--- config.mk ---
export PLATFORM = sky130hd
export DESIGN_NAME = rr_arb4_dec
export DESIGN_NICKNAME = d
export VERILOG_FILES = /design/src/rtl/rr_arb4_dec.sv
export SDC_FILE = /design/constraint.sdc
export NUM_CORES = 1
export LEC_CHECK = 0
export ABC_AREA = 1
export CORE_MARGIN = 2
export CORE_UTILIZATION = 47
export DETAILED_ROUTE_END_ITERATION = 8
export GPL_TIMING_DRIVEN = 1
export PLACE_DENSITY = 0.78
export SYNTH_ARGS = -nofsm -noshare
export SYNTH_HDL_FRONTEND = slang
export SYNTH_SLANG_ARGS = --single-unit
--- constraint.sdc ---
create_clock -name clk -period 1.3 [get_ports clk]
set_input_delay 0.39 -clock clk [delete_from_list [all_inputs] [get_ports clk]]
set_output_delay 0.39 -clock clk [all_outputs]
set_load 0.05 [all_outputs]
--- src/rtl/rr_arb4_dec.sv ---
// rr_arb4_dec: 4-way round-robin arbiter with a hold limit and a decoded grant.
//   clk     : the single clock. All state changes on its rising edge.
//   rst_n   : synchronous active-low reset.
//   req     : request lines. req[k] high means requester k wants the resource.
//   gnt     : registered one-hot grant, or 4'b0000 when nothing is granted.
//   gnt_idx : binary index of the current owner. It holds its value while idle.
//   gnt_vld : high exactly when gnt is non-zero.
//   tmo     : one-cycle pulse on a release forced by MAX_HOLD expiry.
// A grant is issued one edge after the request is seen.
// The owner keeps the grant while it requests, for at most MAX_HOLD cycles.
// Every release passes through IDLE, so at least one gnt=0 cycle separates grants.
module rr_arb4_dec #(
  parameter int MAX_HOLD = 8
) (
  input  logic       clk,
  input  logic       rst_n,
  input  logic [3:0] req,
  output logic [3:0] gnt,
  output logic [1:0] gnt_idx,
  output logic       gnt_vld,
  output logic       tmo
);
  localparam int CW = $clog2(MAX_HOLD + 1);
  localparam logic [CW-1:0] MAX_C = CW'(MAX_HOLD);

  typedef enum logic {IDLE, GRANT} state_e;

  state_e        state_q, state_d;
  logic [1:0]    ptr_q, ptr_d;
  logic [1:0]    idx_q, idx_d;
  logic [CW-1:0] cnt_q, cnt_d;
  logic [3:0]    gnt_q, gnt_d;
  logic          vld_q, vld_d;
  logic          tmo_q, tmo_d;

  logic [1:0]    win;
  logic          win_found;

  // Rotating priority search: ptr is tried first. The 2-bit sum wraps 3->0.
  always_comb begin
    win       = '0;
    win_found = 1'b0;
    for (int i = 0; i < 4; i++) begin
      if (!win_found && req[ptr_q + 2'(i)]) begin
        win       = ptr_q + 2'(i);
        win_found = 1'b1;
      end
    end
  end

  always_comb begin
    state_d = state_q;
    ptr_d   = ptr_q;
    idx_d   = idx_q;
    cnt_d   = cnt_q;
    gnt_d   = gnt_q;
    vld_d   = vld_q;
    tmo_d   = 1'b0;
    case (state_q)
      IDLE: begin
        if (win_found) begin
          state_d = GRANT;
          idx_d   = win;
          cnt_d   = CW'(1);
          gnt_d   = 4'b0001 << win;
          vld_d   = 1'b1;
        end
      end
      GRANT: begin
        // Only the owner's request line matters here. The other lines are ignored.
        if (req[idx_q] && (cnt_q < MAX_C)) begin
          cnt_d = cnt_q + CW'(1);
        end else begin
          // On release the owner gets the lowest priority. tmo flags a forced release.
          state_d = IDLE;
          gnt_d   = 4'b0000;
          vld_d   = 1'b0;
          ptr_d   = idx_q + 2'd1;
          cnt_d   = '0;
          tmo_d   = req[idx_q];
        end
      end
      default: state_d = IDLE;
    endcase
  end

  always_ff @(posedge clk) begin
    if (!rst_n) begin
      state_q <= IDLE;
      ptr_q   <= 2'b00;
      idx_q   <= 2'b00;
      cnt_q   <= '0;
      gnt_q   <= 4'b0000;
      vld_q   <= 1'b0;
      tmo_q   <= 1'b0;
    end else begin
      state_q <= state_d;
      ptr_q   <= ptr_d;
      idx_q   <= idx_d;
      cnt_q   <= cnt_d;
      gnt_q   <= gnt_d;
      vld_q   <= vld_d;
      tmo_q   <= tmo_d;
    end
  end

  assign gnt     = gnt_q;
  assign gnt_idx = idx_q;
  assign gnt_vld = vld_q;
  assign tmo     = tmo_q;

endmodule

Figure 1. Clock wiring as the flow saved it (run 1).
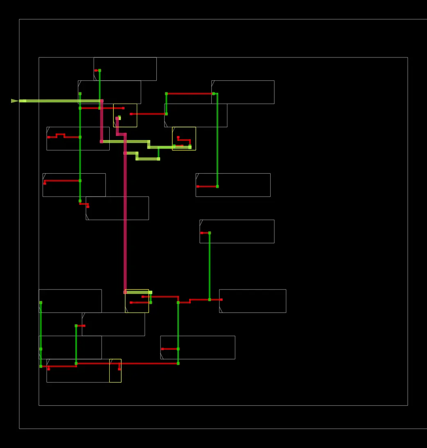
number of clock buffers in the layout: 4
power attributed to the clock group: 0.000264 W
clock buffers created by TritonCTS: 3
Post-Route Skew: 0.00228 ns
clock latency reported for the late side of the worst-skew pair: 0.28 ns

Figure 2. Clock network drawn from the DEF (run 1).
Scale bar: 10 um.
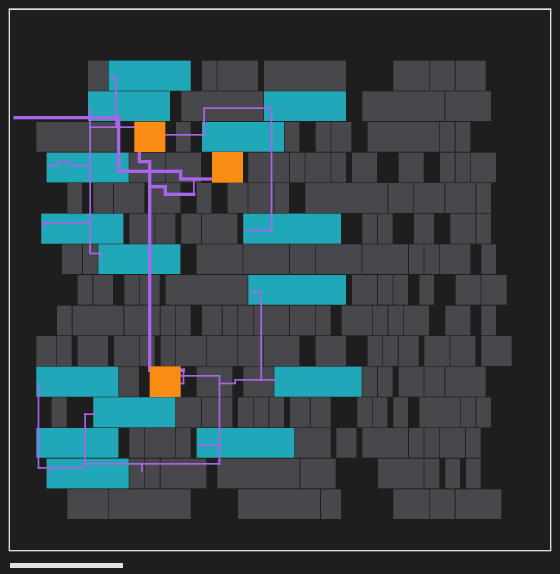
- clock wires: purple (length 182 um)
- clock drivers: orange (count 3)
- flip-flops: cyan (count 15)
- routed clock nets: 4
portion of total power attributed to the clock network: 7.6%

==> metrics.log, run 1 <==
[report] implementation figures
[metrics] DIE HEIGHT: 48.0 um
[metrics] Comb area share: 42.7%
[metrics] arithmetic-cell share of the synthesized area counting full adders, half adders and majority gates: 1.38%
[metrics] top-level port count: 14
[metrics] registers: 15
[metrics] Setup Viol. Count Final: 15
[metrics] XOR/XNOR share of the synthesized area: 1.93%
[metrics] portion of the post-synthesis area used by sequential elements: around 33%
[metrics] reported combinational group power: ~0.0024 W
[metrics] dominant combinational cell family by area after synthesis: simple AND/OR/NAND/NOR gates
[metrics] Place WS: -0.689 ns
[metrics] share of the cycle needed by the critical path after routing: 119%
[metrics] share of total power in combinational logic: a little over two thirds
[metrics] synthesized instance count: between 100 and 150
[metrics] final slew viol count: 0
[metrics] cell type contributing the most total cell area after synthesis: sky130_fd_sc_hd__dfxtp_1
[metrics] startpoint of the worst hold path: cnt_q[3]$_SDFFE_PN0P_
[metrics] DPL Wire Length: 1640 um
[metrics] violated checks: negative setup slack
[metrics] launch point of the worst path: ptr_q[0]$_SDFFE_PN0P_
[metrics] number of setup buffers added after CTS: 2
[metrics] cell area after placement: 0.00128 mm^2
[metrics] total leakage power: between 0.6 and 0.7 nW
[metrics] antenna diode count: 0
[metrics] main area contributors after synthesis: sky130_fd_sc_hd__dfxtp_1, sky130_fd_sc_hd__nand2_1, sky130_fd_sc_hd__inv_1, sky130_fd_sc_hd__a21oi_1, sky130_fd_sc_hd__nand2_2
[metrics] overall fraction of global-route tracks in use: 23.2%
[metrics] switching power of the nets: 0.00168 W
[metrics] signal buffers share of area: 24.4%
[metrics] most numerous cell types in the synthesized netlist: sky130_fd_sc_hd__nand2_1, sky130_fd_sc_hd__inv_1, sky130_fd_sc_hd__dfxtp_1
[metrics] final core utilization: 80.0%
[metrics] most common library cell in the layout ignoring fill and taps: sky130_fd_sc_hd__nand2_1
[metrics] Largest Pwr Group: combinational logic
[metrics] most frequent cell after synthesis: sky130_fd_sc_hd__nand2_1
[metrics] tally of OpenROAD warnings: 29
[metrics] clock tree from TritonCTS: done
[metrics] outcome: finished, violations left
[metrics] final setup margin: -0.250 ns
[metrics] count of vias placed by the detailed router: 1010
[metrics] sequential power: just under 0.0008 W
[metrics] part of the power in registers: between 20 and 25%
[metrics] Internal: 0.00178 W
[metrics] switching power share of the total: around half
Figure 3. Cells by drive strength (run 1).
Scale bar: 10 um.
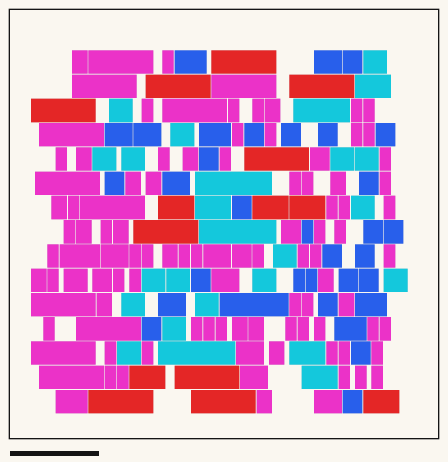
- _0 and _1 cells: magenta (cells 101)
- _3 and _4 cells: cyan (cells 25)
- _2 cells: blue (cells 33)
- _6 and larger: red (cells 14)
number of non-clock buffers in the layout: 30
total non-filler cell area in the finished layout: 0.00141 mm^2
signed area change from the synthesized netlist to the final layout: 55.2%

-- run 1: routing by layer --
metal | vias to the layer above | part of all wire, % | track usage (%)
li1 | 511 | - | -
met1 | 469 | 40 | 23.2
met2 | 21 | 54 | 44.3
met3 | 9 | 4.2 | 6.04
met4 | 0 | 1.6 | 9.73
met5 | - | 0 | 0
-- run 1: kinds of logic after synthesis --
family,count (synthesis)
compound gates,21
xor+xnor,2
fa+ha+maj,1
buf+inv,22
flops,15
simple gates,79
Figure 4. Where the registers sit (run 1).
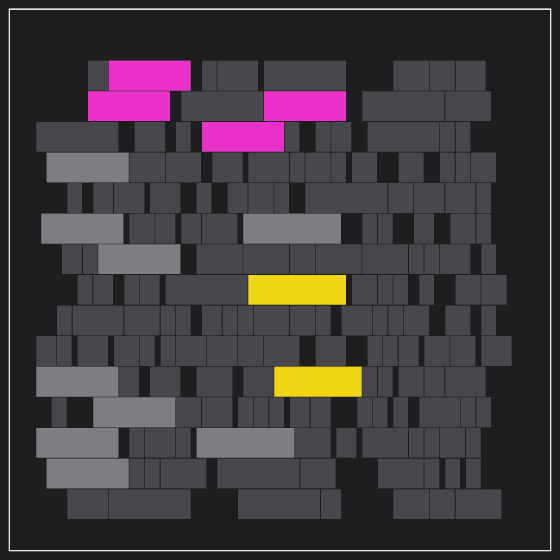

==> inputs of run 2 (changes only) <==
REMOVE_ABC_BUFFERS = 1   (was default)
Figure 5. Where the registers sit (run 2).
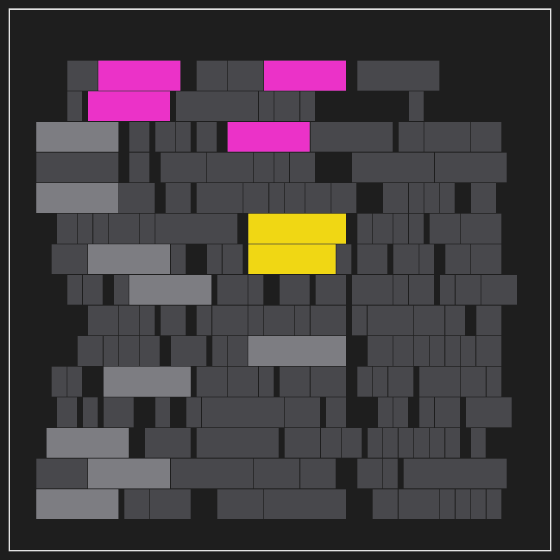
- `ptr_q`: yellow (placed flops 2)
- `gnt`: magenta (placed flops 4)
sequential power: 0.000785 W
footprint of the flip-flops and latches: 310 um^2

Figure 6. Clock network drawn from the DEF (run 2).
Scale bar: 10 um.
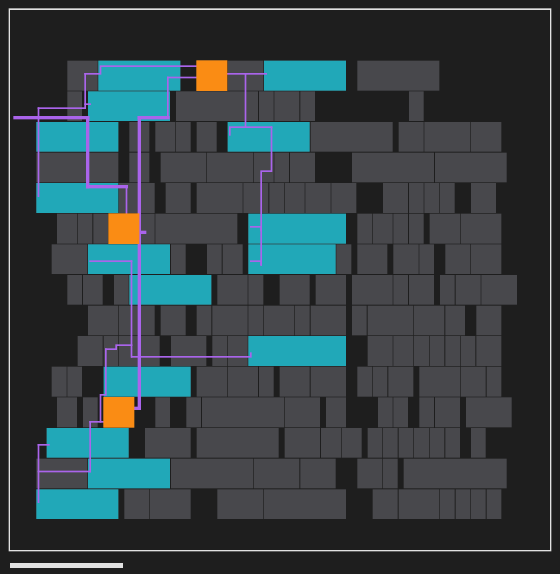
- clock wires: purple (length 166 um)
- clock drivers: orange (count 3)
- flip-flops: cyan (count 15)
- routed clock nets: 4
Post-Route Skew: 0.000731 ns
power attributed to the clock group: 0.000263 W

Figure 7. Cells by drive strength (run 2).
Scale bar: 10 um.
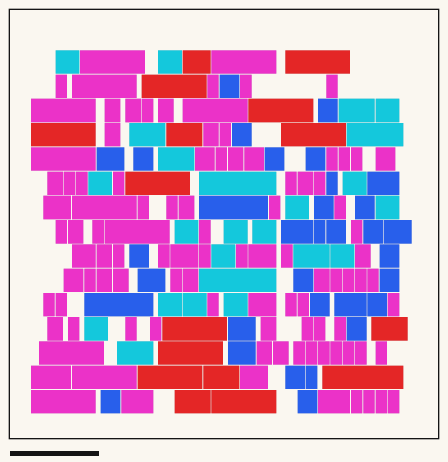
- _0 and _1 cells: magenta (cells 101)
- _3 and _4 cells: cyan (cells 24)
- _6 and larger: red (cells 16)
- _2 cells: blue (cells 33)
final setup margin: -0.320 ns
total non-filler cell area in the finished layout: 0.00145 mm^2
number of non-clock buffers in the layout: 31
signed area change from the synthesized netlist to the final layout: 59.1%

==> metrics.log, run 2 <==
[report] implementation figures
[metrics] outcome: finished, violations left (unchanged)
[metrics] violated checks: negative setup slack (unchanged)
[metrics] Place WS: -0.720 ns (was -0.689 ns)
[metrics] synthesized instance count: 140 (unchanged)
[metrics] arithmetic-cell share of the synthesized area counting full adders, half adders and majority gates: 1.38% (unchanged)
[metrics] DPL Wire Length: 1640 um (about the same)
[metrics] Setup Viol. Count Final: 12 (was 15)
[metrics] startpoint of the worst hold path: cnt_q[3]$_SDFFE_PN0P_ (unchanged)
[metrics] tally of OpenROAD warnings: 27 (was 29)
[metrics] cell area after placement: 0.00124 mm^2 (was 0.00128 mm^2)
[metrics] most common library cell in the layout ignoring fill and taps: sky130_fd_sc_hd__nand2_1 (unchanged)
[metrics] share of total power in combinational logic: 71.1% (was 69.5%)
[metrics] Internal: 0.00188 W (was 0.00178 W)
[metrics] DIE HEIGHT: 48.0 um (unchanged)
[metrics] antenna diode count: 0 (unchanged)
[metrics] main area contributors after synthesis: sky130_fd_sc_hd__dfxtp_1, sky130_fd_sc_hd__nand2_1, sky130_fd_sc_hd__inv_1, sky130_fd_sc_hd__a21oi_1, sky130_fd_sc_hd__nand2_2 (unchanged)
[metrics] total leakage power: 0.676 nW (was 0.665 nW)
[metrics] launch point of the worst path: ptr_q[0]$_SDFFE_PN0P_ (unchanged)
[metrics] clock buffers created by TritonCTS: 3 (unchanged)
[metrics] final core utilization: 82.1% (was 80.0%)
[metrics] clock tree from TritonCTS: done (unchanged)
[metrics] final slew viol count: 0 (unchanged)
[metrics] final setup margin: -0.320 ns (was -0.250 ns)
[metrics] overall fraction of global-route tracks in use: 22.6% (was 23.2%)
[metrics] top-level port count: 14 (unchanged)
[metrics] portion of total power attributed to the clock network: 7.3% (was 7.6%)
run 2: metal layers:
layer	vias to the layer above	track usage, %	routed length, um
met1	493	22.2	1010
met2	19	46.4	1430
li1	511	-	-
met3	9	2.64	56
met5	-	0	0
met4	0	9.19	51
run 2: cell type report:
cell class              instances  area (um^2)
clock buffers                   4         26.3
fillers                       119          317
inverters                      21         91.3
multi-input cells             103          606
flip-flops and latches         15          310
well taps                      25         31.3
repair buffers                 31          383
run 2: timing repair:
item,CTS,global route
gates resized,27,21
cloned,0,1
pin swaps,7,9
setup buffers,4,1
setup endpoints to repair,17,16
==> inputs of run 3 (changes only) <==
GPL_ROUTABILITY_DRIVEN = 1   (was default)
Figure 8. Clock wiring as the flow saved it (run 3).
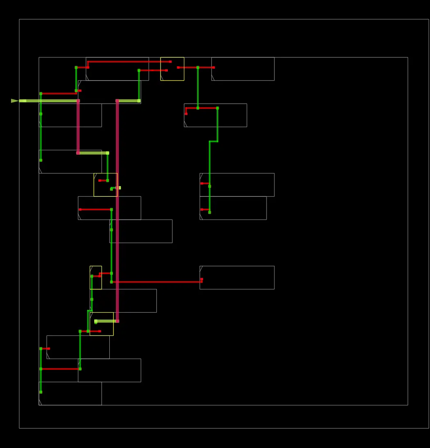
registers: 15
CTS sink count: 15

Figure 9. Where the registers sit (run 3).
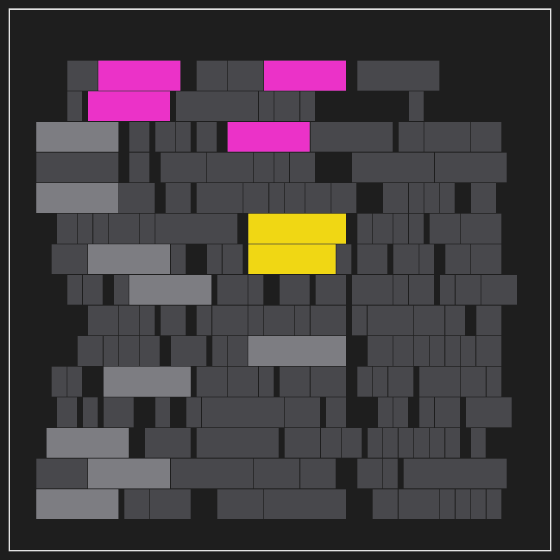
- `ptr_q`: yellow (placed flops 2)
- `gnt`: magenta (placed flops 4)
fraction of standard cell area that is sequential: 21.4%
final core utilization: 82.1%

==> metrics.log, run 3 <==
[report] implementation figures
[metrics] Global Route met3 Usage: 2.64% (unchanged)
[metrics] met1 Usage GRT: 22.2% (unchanged)
[metrics] share of total power in combinational logic: 71.1% (about the same)
[metrics] violated checks: negative setup slack (unchanged)
[metrics] Internal: 0.00188 W (unchanged)
[metrics] top-level port count: 14 (unchanged)
[metrics] cell type contributing the most total cell area after synthesis: sky130_fd_sc_hd__dfxtp_1 (unchanged)
[metrics] number of setup buffers added after CTS: 4 (unchanged)
[metrics] Setup Viol. Count Final: 12 (unchanged)
[metrics] detailed-routed wire length on met2: 1430 um (unchanged)
[metrics] outcome: finished, violations left (unchanged)
[metrics] startpoint of the worst hold path: cnt_q[3]$_SDFFE_PN0P_ (unchanged)
[metrics] number of inverters outside the clock class in the layout: 21 (unchanged)
[metrics] footprint of the flip-flops and latches: 310 um^2 (unchanged)
[metrics] final setup margin: -0.320 ns (unchanged)
[metrics] most frequent cell after synthesis: sky130_fd_sc_hd__nand2_1 (unchanged)
[metrics] DPL Wire Length: 1640 um (unchanged)
[metrics] clock buffers created by TritonCTS: 3 (unchanged)
[metrics] total leakage power: 0.676 nW (unchanged)
[metrics] cell area after placement: 0.00124 mm^2 (unchanged)
[metrics] portion of the post-synthesis area used by sequential elements: 33.0% (unchanged)
[metrics] combinational gate area: 606 um^2 (unchanged)
Figure 10. Gate-type map (run 3).
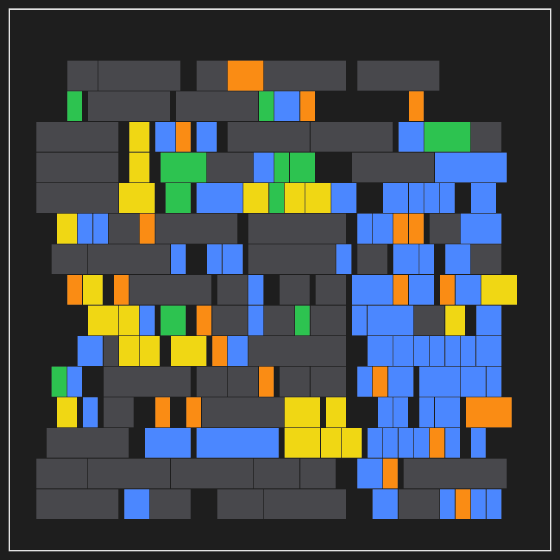
- nor cells: green (cells 11)
- aoi and oai cells: yellow (cells 21)
- nand cells: blue (cells 68)
- inv cells: orange (cells 21)
Comb area share: 41.8%
most common library cell in the layout ignoring fill and taps: sky130_fd_sc_hd__nand2_1
Final Non-Filler Cells: 199

run 3: cell counts after synthesis:
Identical to the previous run, type by type.
run 3: kinds of logic after synthesis:
family / after synthesis / share of synthesized area (%)
AND-OR/OR-AND: 21 / 12.5
XOR/XNOR: 2 / 1.93
adder cells (fa/ha/maj): 1 / 1.38
buffers and inverters: 22 / 10.7
flip-flops: 15 / 33.0
AND/OR/NAND/NOR: 79 / 40.4
run 3: power by group through the flow:
stage | Sequential (W) | Combinational, W | Clock [W]
final | 0.000785 | 0.00257 | 0.000263
after global routing | 0.000804 | 0.00273 | 0.000288
after CTS | 0.000759 | 0.00229 | 0.000269
after detailed placement | 0.000738 | 0.00210 | 0
after global placement | 0.000731 | 0.00205 | 0
after floorplan | 0.00103 | 0.000920 | 0
Power is estimated from default activity; no workload was simulated.
